### A small window of the routed layout, run 1

Window x 29 to 54, y 29 to 54 um. Cells in gray, sequential cells in the stronger gray; small squares are vias.
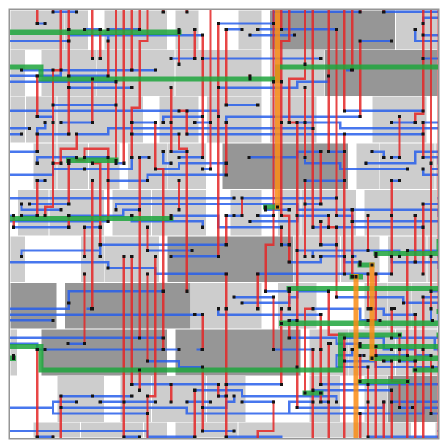
### Clock wiring as the flow saved it, run 1

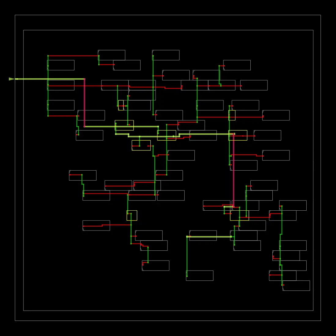
### Clock wires, drivers and flops, run 1

Scale: 6 px per um.
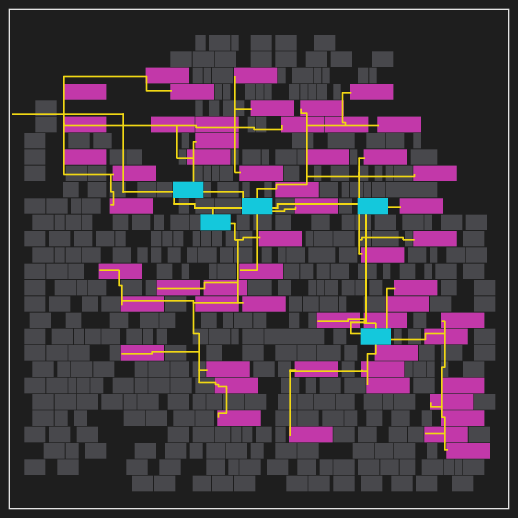
==> config.mk <==
export PLATFORM = sky130hd
export DESIGN_NAME = antic_dma_scheduler
export DESIGN_NICKNAME = d
export VERILOG_FILES = /design/src/rtl/antic_dma_scheduler.sv
export SDC_FILE = /design/constraint.sdc
export NUM_CORES = 1
export LEC_CHECK = 0
export CORE_MARGIN = 2
export CORE_UTILIZATION = 46
export DETAILED_ROUTE_END_ITERATION = 10
export PLACE_DENSITY = 0.93
export RECOVER_POWER = 25
export SYNTH_ARGS = -nofsm -noshare
export SYNTH_HDL_FRONTEND = slang
export SYNTH_SLANG_ARGS = --single-unit
==> constraint.sdc <==
create_clock -name clk -period 4.83 [get_ports clk]
set_input_delay 0.966 -clock clk [delete_from_list [all_inputs] [get_ports clk]]
set_output_delay 0.966 -clock clk [all_outputs]
set_load 0.02 [all_outputs]
==> src/rtl/antic_dma_scheduler.sv <==
// ANTIC DMA scheduler: arbitrates the shared bus among display-list, playfield,
// character, player-missile and refresh fetches, runs the two-cycle ADDR/DATA
// bus sequence, and generates the WSYNC CPU hold.
//
// Handshake: a requester raises req_x with addr_x and holds both until its ack
// bit pulses for one cycle. Dropping req_x before it is granted withdraws it.
// A grant always completes, even if req_x drops afterwards. Arbitration runs in
// IDLE and again in the DATA cycle, and it looks at every request that is high
// at that moment. A requester that still has req_x high during its own ack
// cycle is therefore taken as making a new request.
module antic_dma_scheduler #(
    parameter int REF_MAX = 8
) (
    input  logic        clk,
    input  logic        RST,
    input  logic [7:0]  dmactl,
    input  logic        req_dl,
    input  logic [15:0] addr_dl,
    input  logic        req_pf,
    input  logic [15:0] addr_pf,
    input  logic        req_ch,
    input  logic [15:0] addr_ch,
    input  logic        req_pm,
    input  logic [15:0] addr_pm,
    input  logic        req_rf,
    input  logic [7:0]  db_in,
    input  logic        wsync_wr,
    input  logic        hsync,
    output logic [15:0] address,
    output logic [7:0]  dma_data,
    output logic [4:0]  grant,
    output logic [4:0]  ack,
    output logic        halt_L,
    output logic        REF_L,
    output logic        RDY_L
);

    typedef enum logic [1:0] {S_IDLE, S_ADDR, S_DATA} state_t;

    localparam logic [7:0] REF_LIMIT = 8'(REF_MAX);

    state_t      state_q, state_d;
    logic        load;
    logic [4:0]  eff;
    logic [4:0]  win;
    logic [15:0] win_addr;
    logic [7:0]  ref_wait;
    logic [7:0]  ref_ctr;
    logic        unused_dmactl;

    assign unused_dmactl = ^{dmactl[7:6], dmactl[4]};

    // Gate the raw requests with DMACTL; refresh is never gated.
    always_comb begin
        eff    = 5'b0;
        eff[0] = req_dl & dmactl[5];
        eff[1] = req_pf & (|dmactl[1:0]);
        eff[2] = req_ch & (|dmactl[1:0]);
        eff[3] = req_pm & (|dmactl[3:2]);
        eff[4] = req_rf;
    end

    // Fixed priority PM > DL > PF > CH > RF, with starved refresh promoted to the top.
    always_comb begin
        win      = 5'b0;
        win_addr = 16'h0000;
        if (eff[4] && (ref_wait == REF_LIMIT)) begin
            win      = 5'b10000;
            win_addr = {8'h00, ref_ctr};
        end else if (eff[3]) begin
            win      = 5'b01000;
            win_addr = addr_pm;
        end else if (eff[0]) begin
            win      = 5'b00001;
            win_addr = addr_dl;
        end else if (eff[1]) begin
            win      = 5'b00010;
            win_addr = addr_pf;
        end else if (eff[2]) begin
            win      = 5'b00100;
            win_addr = addr_ch;
        end else if (eff[4]) begin
            win      = 5'b10000;
            win_addr = {8'h00, ref_ctr};
        end
    end

    // Next-state logic; load marks a cycle that starts a new ADDR phase.
    always_comb begin
        state_d = state_q;
        load    = 1'b0;
        case (state_q)
            S_IDLE: begin
                if (|win) begin
                    state_d = S_ADDR;
                    load    = 1'b1;
                end
            end
            S_ADDR: state_d = S_DATA;
            S_DATA: begin
                if (|win) begin
                    state_d = S_ADDR;
                    load    = 1'b1;
                end else begin
                    state_d = S_IDLE;
                end
            end
            default: state_d = S_IDLE;
        endcase
    end

    // State register.
    always_ff @(posedge clk) begin
        if (RST) state_q <= S_IDLE;
        else     state_q <= state_d;
    end

    // Bus outputs: latch the winner on entry to ADDR, capture data and ack at the end of ADDR.
    always_ff @(posedge clk) begin
        if (RST) begin
            address  <= 16'h0000;
            dma_data <= 8'h00;
            grant    <= 5'b0;
            ack      <= 5'b0;
            halt_L   <= 1'b1;
            REF_L    <= 1'b1;
            ref_ctr  <= 8'h00;
        end else begin
            ack <= 5'b0;
            if (load) begin
                grant   <= win;
                address <= win_addr;
                halt_L  <= 1'b0;
                REF_L   <= ~win[4];
            end else if (state_q == S_ADDR) begin
                dma_data <= db_in;
                ack      <= grant;
                REF_L    <= 1'b1;
                if (grant[4]) ref_ctr <= ref_ctr + 8'h01;
            end else if (state_q == S_DATA) begin
                grant  <= 5'b0;
                halt_L <= 1'b1;
                REF_L  <= 1'b1;
            end
        end
    end

    // Count how long a pending refresh has been kept off the bus.
    always_ff @(posedge clk) begin
        if (RST) begin
            ref_wait <= 8'h00;
        end else if (load && win[4]) begin
            ref_wait <= 8'h00;
        end else if (req_rf && !grant[4] && (ref_wait != REF_LIMIT)) begin
            ref_wait <= ref_wait + 8'h01;
        end
    end

    // WSYNC hold: set by a WSYNC write, released after a cycle that sees hsync.
    always_ff @(posedge clk) begin
        if (RST)           RDY_L <= 1'b1;
        else if (wsync_wr) RDY_L <= 1'b0;
        else if (hsync)    RDY_L <= 1'b1;
    end

endmodule

==> job_summary.md, run 1 <==
### Metrics collected by this job

| Metric | Value |
|---|---|
| DR WL met3 | 629 um |
| Total gr overflow | 0 |
| Chip Area | 0.00689 mm^2 |
| Routed WL per cell | 17.1 um |
| ANT cells | 0 |
| Fa+ha+maj area frac | 0.0131 |
| XOR/XNOR Area Share | 0.0397 |
| Vias in the first global route | 3088 |
| Inverter count | 6 |
| Top non-seq family | AND-OR/OR-AND gates |
| Yosys stat chip area | 0.00287 mm^2 |
| CP bufs+invs | 2 |
| Cell area after layout | 0.00416 mm^2 |
| Type of destination of the critical path | flop |
| Cell variety after synth | 56 |
| Max_cap viols | 0 |
| Largest Register | address |
| Static Leak | 0.00154 uW |
| Mean cell area of the mapped netlist | 8.86 um^2 |
| Nets | 522 |
| Comb gates | 239 |
| Layout cells sized above 1 | 0.0394 |
| DR iter-0 viols | 244 |
| Worst R2R End | address[4] |
| Worst EP required | 5.01 ns |
| Startpoint class of the critical path | input pin |
| Initial antenna violation count | 0 |
| FP Util | 0.479 |
| Commonest flop | dfxtp_1 |
| Fillers | 458 |
| Total power | 1020 uW |
| Tool warning count | 30 |
| GR Util met2 | 0.430 |
| Pre-CTS setup slack | 1.57 ns |
| Post-CTS sizing | 0 |
| Comb area | 0.00163 mm^2 |
| F_max | 0.327 GHz |
| TAP cells | 75 |
| Detailed Route WL | 8660 um |
| Top cells by count | dfxtp_1 (55), nand2_1 (26), a21oi_1 (21) |
| Largest register FFs | 16 |
| Final WS setup | 1.77 ns |
| Internal power | 726 uW |
| Yosys top cell by area | dfxtp_1 |
| Number of clock buffers in the layout | 6 |
| Hold Buf Count CTS | 0 |
| Synth flops | 55 |
| Area Growth Syn to Fin | 45.0% |
| Worst-path clk slew | 0.09 ns |
| Compound Share, Synth | 0.272 |
| Status | completed |
| Post-Syn Nets | 416 |
| Worst R2R Path Depth | 6 |
| Comb. pwr | 278 uW |
| Max Root-Sink Buffers | 2 |
| Root buf cell | clkbuf_8 |
| Power per cell area | 246 mW/mm^2 |
| Seq. pwr | 498 uW |
| Fin crit share | 0.633 |
| Inst Count DP | 498 |
About 'A small window of the routed layout':
color	layer
blue	met1
red	met2
orange	met4
green	met3
cells with their middle in the window	58
most frequent	dfxtp_1 (7), nor2_1 (5)
sequential cells in the window	7
netlist names of flops here include	ref_ctr (4)

About 'Clock wiring as the flow saved it':
Layout Skew: 0.00356 ns
Clk power: 247 uW
CTS sink cnt: 55

About 'Clock wires, drivers and flops':
[cyan] cells driving clock nets | count: 5
[magenta] flip-flops | count: 55
[yellow] clock wires | length: 569 um
routed clock nets	6

==> run 2, diff against run 1 <==
--- a/config.mk
+++ b/config.mk
@@ -6,9 +6,9 @@
 export NUM_CORES = 1
 export LEC_CHECK = 0
 export CORE_MARGIN = 2
-export CORE_UTILIZATION = 46
+export CORE_UTILIZATION = 38
 export DETAILED_ROUTE_END_ITERATION = 10
-export PLACE_DENSITY = 0.93
+export PLACE_DENSITY = 0.82
 export RECOVER_POWER = 25
 export SYNTH_ARGS = -nofsm -noshare
 export SYNTH_HDL_FRONTEND = slang
==> constraint.sdc (replaced) <==
create_clock -name clk -period 2.6 [get_ports clk]
set_input_delay 0.52 -clock clk [delete_from_list [all_inputs] [get_ports clk]]
set_output_delay 0.52 -clock clk [all_outputs]
set_load 0.02 [all_outputs]
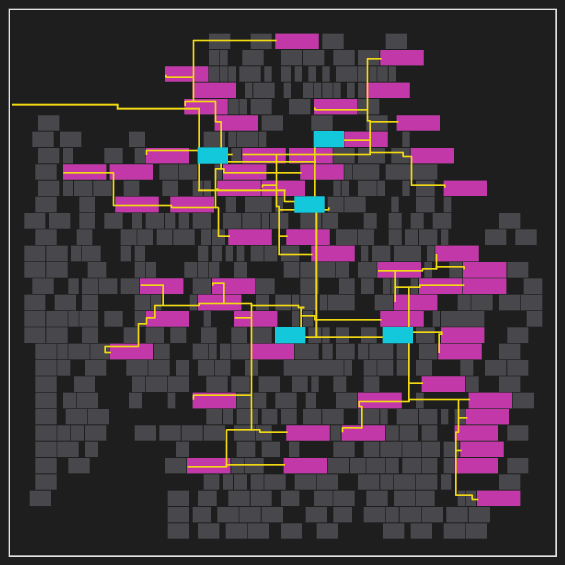
*Clock wires, drivers and flops, run 2*
Scale: 6 px per um.
[cyan] cells driving clock nets | count: 5
[magenta] flip-flops | count: 55
[yellow] clock wires | length: 632 um
routed clock nets	6
Clk power: 477 uW
Layout Skew: 0.00969 ns
Late-Pin Clk Latency: 0.31 ns

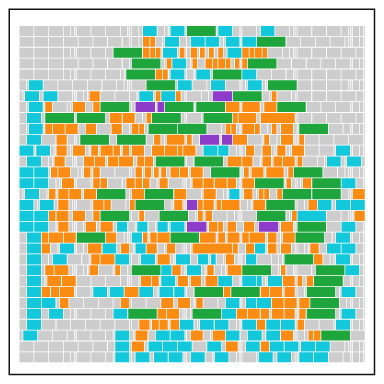
*Cells colored by class, run 2*
Scale: 4 px per um. Fill, decap, tap and diode cells in gray.
color	class	cells
cyan	other buffers and delay cells	138
green	flip-flops	55
purple	clock drivers and dummy loads	8
orange	all other logic	245

==> run 2 against run 1 <==
Wire length grew 0.30%. Sequential cell count is the same. Largest power group unchanged. Critical path depth grew 1. Clock skew grew 0.0061 ns. Die area grew 20%. Non-clock buffer count grew 15. Critical endpoint is now address[1]. First-iteration DRC count shrank 32%. Combinational power grew 93%. Sequential share of layout area shrank 0.93 points.
==> job_summary.md, run 2 <==
### Metrics collected by this job

| Metric | Value |
|---|---|
| Fin crit share | 0.849 |
| Worst EP required | 2.86 ns |
| Nets | 537 |
| Number of cells in Yosys stat | 324 |
| XOR/XNOR Area Share | 0.0397 |
| Row Count | 31 |
| Number of clock buffers in the layout | 5 |
| Routed WL per cell | 15.9 um |
| Cell area after layout | 0.00431 mm^2 |
| Mux frac, synth | 0.0314 |
| Hold_sp | dma_data[7] |
| Register share of total power | 0.477 |
| Top non-seq family | AND-OR/OR-AND gates |
| Inverter count | 6 |
| Yosys stat chip area | 0.00287 mm^2 |
| Startpoint class of the critical path | input pin |
| Fa+ha+maj area frac | 0.0131 |
| Netlist Area Pre-Place | 0.00287 mm^2 |
| Top cell excl fill/tap | clkdlybuf4s50_1 |
| Async set-reset flop share out of synthesis | 0 |
| Fillers | 675 |
| Clock-cell share | 0.0206 |
| Area Growth Syn to Fin | 50.3% |
| TAP cells | 99 |
| Max_cap viols | 0 |
| Setup CP Type | input pin to flop |
| DR WL met3 | 490 um |
| RR Startpoint | ref_wait[0] |
| Simple-Gate Area Share | 0.211 |
| Power per cell area | 449 mW/mm^2 |
| Compound Share, Synth | 0.272 |
| CP Cell Sequence | clkdlybuf4s50_1 -> o21ai_1 -> o211ai_1 -> o311ai_0 -> a22o_1 |
| Largest Register | address |
| Top Layer Used | met4 |
| CP bufs+invs | 1 |
| Critical path launch point | dmactl[1] |
| Post-synth EDFFs | 0 |
| Crit path depth | 5 |
| Postcts setup bufs | 0 |
| DR iter-0 viols | 166 |
| Hold Buf Count CTS | 0 |
| Hold Path Depth | 2 |
| Comb gates | 239 |
| Worst setup endpoint | address[1] |
| CTS sink cnt | 55 |
| Total gr overflow | 0 |
| Largest register FFs | 16 |
| Post-Syn Nets | 416 |
| FP Util | 0.394 |
| Status | completed |
| WHS | 0.458 ns |
| Type of destination of the critical path | flop |
| Top power group | registers |
| Comb. pwr | 536 uW |
| Root buf cell | clkbuf_8 |
| Top cells by count | dfxtp_1 (55), nand2_1 (26), a21oi_1 (21) |
| Internal power | 1370 uW |
| Static Leak | 0.00158 uW |
| Final HPWL DP | 6740 um |
| Non-clk buf share | 0.312 |
| Yosys top cell by area | dfxtp_1 |
| Initial antenna violation count | 0 |
| Seq. pwr | 924 uW |
| Inst Count DP | 537 |
| Worst R2R End | address[2] |
| Worst-path clk slew | 0.10 ns |
| Post-CTS sizing | 0 |
| Tool warning count | 30 |
| Chip width | 90.9 um |
| Routed Antenna Nets | 0 |
| CTS tree | done |
| Chip Area | 0.00826 mm^2 |
| Worst R2R Path Depth | 6 |
| Mean cell area of the mapped netlist | 8.86 um^2 |
| GR Util met2 | 0.372 |
| DR vias | 3026 |
| Vias in the first global route | 2900 |
| Final WS setup | 0.391 ns |
| Flop share of the area | 0.255 |
| Cell variety after synth | 56 |
| Synth warn | 0 |
| Non-Clock Buffer Count | 138 |
| Detailed Route WL | 8680 um |
| F_max | 0.453 GHz |
| Core area | 0.00729 mm^2 |
| Layout cells sized above 1 | 0.0695 |
| Synth flops | 55 |
| Max Root-Sink Buffers | 2 |
| Top class by area | combinational gates |
| First-pass GRT wire length | 14100 um |
| Commonest flop | dfxtp_1 |
| Comb area | 0.00163 mm^2 |
| Grt peak-use layer | met2 |
| WP data arrival | 2.46 ns |
| Total power | 1940 uW |
| Pre-CTS setup slack | 0.141 ns |
| ANT cells | 0 |
==> run 3, diff against run 2 <==
--- a/config.mk
+++ b/config.mk
@@ -6,9 +6,9 @@
 export NUM_CORES = 1
 export LEC_CHECK = 0
 export CORE_MARGIN = 2
-export CORE_UTILIZATION = 38
+export CORE_UTILIZATION = 42
 export DETAILED_ROUTE_END_ITERATION = 10
-export PLACE_DENSITY = 0.82
+export PLACE_DENSITY = 0.86
 export RECOVER_POWER = 25
 export SYNTH_ARGS = -nofsm -noshare
 export SYNTH_HDL_FRONTEND = slang
==> constraint.sdc (replaced) <==
create_clock -name clk -period 2.04 [get_ports clk]
set_input_delay 0.408 -clock clk [delete_from_list [all_inputs] [get_ports clk]]
set_output_delay 0.408 -clock clk [all_outputs]
set_load 0.02 [all_outputs]
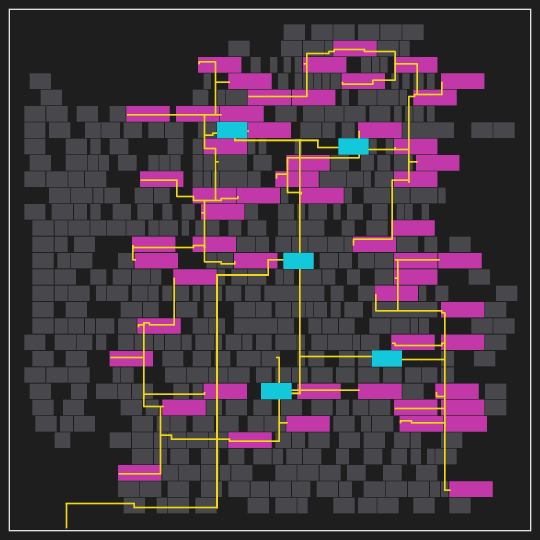
*Clock wires, drivers and flops, run 3*
Scale: 6 px per um.
[yellow] clock wires | length: 628 um
[magenta] flip-flops | count: 55
[cyan] cells driving clock nets | count: 5
routed clock nets	6

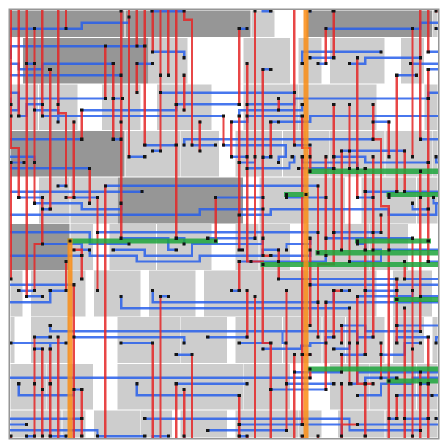
*A small window of the routed layout, run 3*
Window x 31 to 56, y 31 to 56 um. Cells in gray, sequential cells in the stronger gray; small squares are vias.
color	layer
green	met3
orange	met4
red	met2
blue	met1
sequential cells in the window	6
most frequent	buf_4 (14), nor2_1 (7), dfxtp_1 (6)
cells with their middle in the window	66
netlist names of flops here include	ref_ctr (4)

==> run 3 against run 2 <==
Non-clock buffer count increased by 17. Worst hold slack improved by 0.0043 ns. Highest routed layer unchanged. Synthesized cell count unchanged.
==> job_summary.md, run 3 <==
### Metrics collected by this job

| Metric | Value |
|---|---|
| Register share of total power | 0.442 |
| Worst EP required | 2.24 ns |
| CTS tree | done |
| Flop share of the area | 0.247 |
| DR WL met3 | 470 um |
| Worst R2R End | grant[0] |
| Chip width | 86.7 um |
| DR iter-0 viols | 145 |
| Routed WL per cell | 16.6 um |
| Top cell excl fill/tap | clkdlybuf4s50_1 |
| CP Cell Sequence | clkdlybuf4s50_1 -> o21ai_2 -> buf_4 -> nand2_2 -> o41a_1 -> o31ai_1 |
| Yosys top cell area share | 0.384 |
| Max_cap viols | 0 |
| Power per cell area | 599 mW/mm^2 |
| Compound Share, Synth | 0.272 |
| Cell area after layout | 0.00445 mm^2 |
| RSZ-0062 raised after global routing | no |
| GR Util met2 | 0.446 |
| Crit path depth | 6 |
| Area after DPL | 0.00434 mm^2 |
| Worst hold endpoint | dma_data[7] |
| Mux frac, synth | 0.0314 |
| Top Layer Used | met4 |
| Largest Register | address |
| Initial antenna violation count | 0 |
| F_max | 0.522 GHz |
| Layout cells sized above 1 | 0.108 |
| Total gr overflow | 0 |
| ANT cells | 0 |
| Type of destination of the critical path | flop |
| Top class by area | combinational gates |
| RR Startpoint | ref_wait[0] |
| Final HPWL DP | 6960 um |
| WP data arrival | 2.11 ns |
| Io pins | 126 |
| Final WS setup | 0.126 ns |
| Synth warn | 0 |
| Clock-cell share | 0.0272 |
| TAP cells | 80 |
| Non-Clock Buffer Count | 155 |
| Internal power | 1930 uW |
| Seq Cell Count | 55 |
| Startpoint class of the critical path | input pin |
| Setup CP Type | input pin to flop |
| Pre-Repair DR Iteration Count | 4 |
| Seq. pwr | 1180 uW |
| Comb gates | 239 |
| GRT Total Usage | 0.245 |
| Top cells by count | dfxtp_1 (55), nand2_1 (26), a21oi_1 (21) |
| Static Leak | 0.00171 uW |
| Tool warning count | 30 |
| Largest net degree at the start of global routing | 24 |
| Fillers | 546 |
| Top non-seq family | AND-OR/OR-AND gates |
| Total power | 2670 uW |
| Via density | 5.72 |
| CP bufs+invs | 2 |
| Detailed Route WL | 9030 um |
| Row Count | 30 |
| Critical path launch point | dmactl[3] |
| Status | completed |
| Yosys stat chip area | 0.00287 mm^2 |
| First-pass GRT wire length | 14700 um |
| Measured slew at the worst slew-check pin | 0.523 ns |
| Final core utilization | 0.663 |
| Netlist Area Pre-Place | 0.00287 mm^2 |
| Pre-CTS setup slack | -0.121 ns |
| Chip Area | 0.00751 mm^2 |
| Yosys top cell by area | dfxtp_1 |
| Clk pwr share | 0.290 |
| Simple-Gate Area Share | 0.211 |
| Non-Filler Instances | 543 |
| Fin crit share | 0.938 |
| Comb. pwr | 717 uW |
| Inverter count | 6 |
| Gpl congestion | 0.856 |
| Post-Syn Nets | 416 |
| GR Util met1 | 0.291 |
| Max Root-Sink Buffers | 2 |
| Synth flops | 55 |
| Postcts setup bufs | 0 |
| Worst setup endpoint | grant[0] |
| XOR/XNOR Area Share | 0.0397 |
| Layout Skew | 0.00809 ns |
| Nets | 554 |
| Root buf cell | clkbuf_8 |
| Commonest flop | dfxtp_1 |
| Switching Fraction | 0.275 |
| Vias in the first global route | 3121 |
| Late-Pin Clk Latency | 0.31 ns |
| Routed Antenna Nets | 0 |
| Async set-reset flop share out of synthesis | 0 |
| Largest register FFs | 16 |
| Post-synth EDFFs | 0 |
| Fa+ha+maj area frac | 0.0131 |
| Inst Count DP | 535 |
| Hold_sp | dma_data[7] |
| Total Neg Setup Slack | 0 ns |
| Worst-path clk slew | 0.10 ns |
| Non-clk buf share | 0.332 |
| M3 GR Usage | 0.0390 |
| Cell variety after synth | 56 |
| Grt peak-use layer | met2 |
| Number of clock buffers in the layout | 6 |
| Post-CTS sizing | 0 |
| DRC Markers | 0 |
| Area Growth Syn to Fin | 55.2% |
| Top power group | registers |
| CTS sink cnt | 55 |
| Top cells by area | dfxtp_1 (38%), a21oi_1 (3.7%), nand2_1 (3.4%), mux2i_1 (3.1%), nor2_1 (2.6%) |
| Maximum vdd drop | 0.000310 V |
| Synth Seq Share | 0.384 |
| DR vias | 3106 |
| WHS | 0.462 ns |
| Mean cell area of the mapped netlist | 8.86 um^2 |
| Clk power | 772 uW |
| Number of cells in Yosys stat | 324 |
| Hold Path Depth | 2 |
| Final setup fails | 0 |
| Comb area | 0.00163 mm^2 |
| Most common cell in the netlist | dfxtp_1 |
| Core area | 0.00672 mm^2 |
| FP Util | 0.427 |
| Worst R2R Path Depth | 6 |
| Hold Buf Count CTS | 0 |

## Gallery

Placement density heat map.
Scale: 3 px per um. 9 x 9 tiles, from black (low) to pale yellow (high), 0 to 100% covered.
panel A
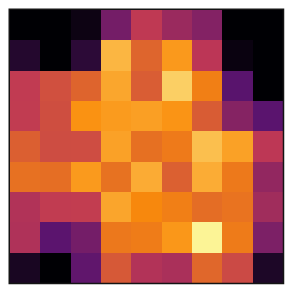
panel B
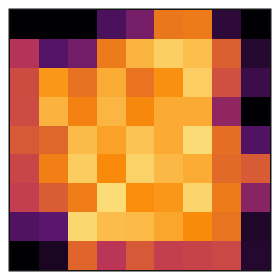
run 3 -> panel B
run 2 -> panel A

Power figures rest on the tool's default switching activity, not on a simulated workload.
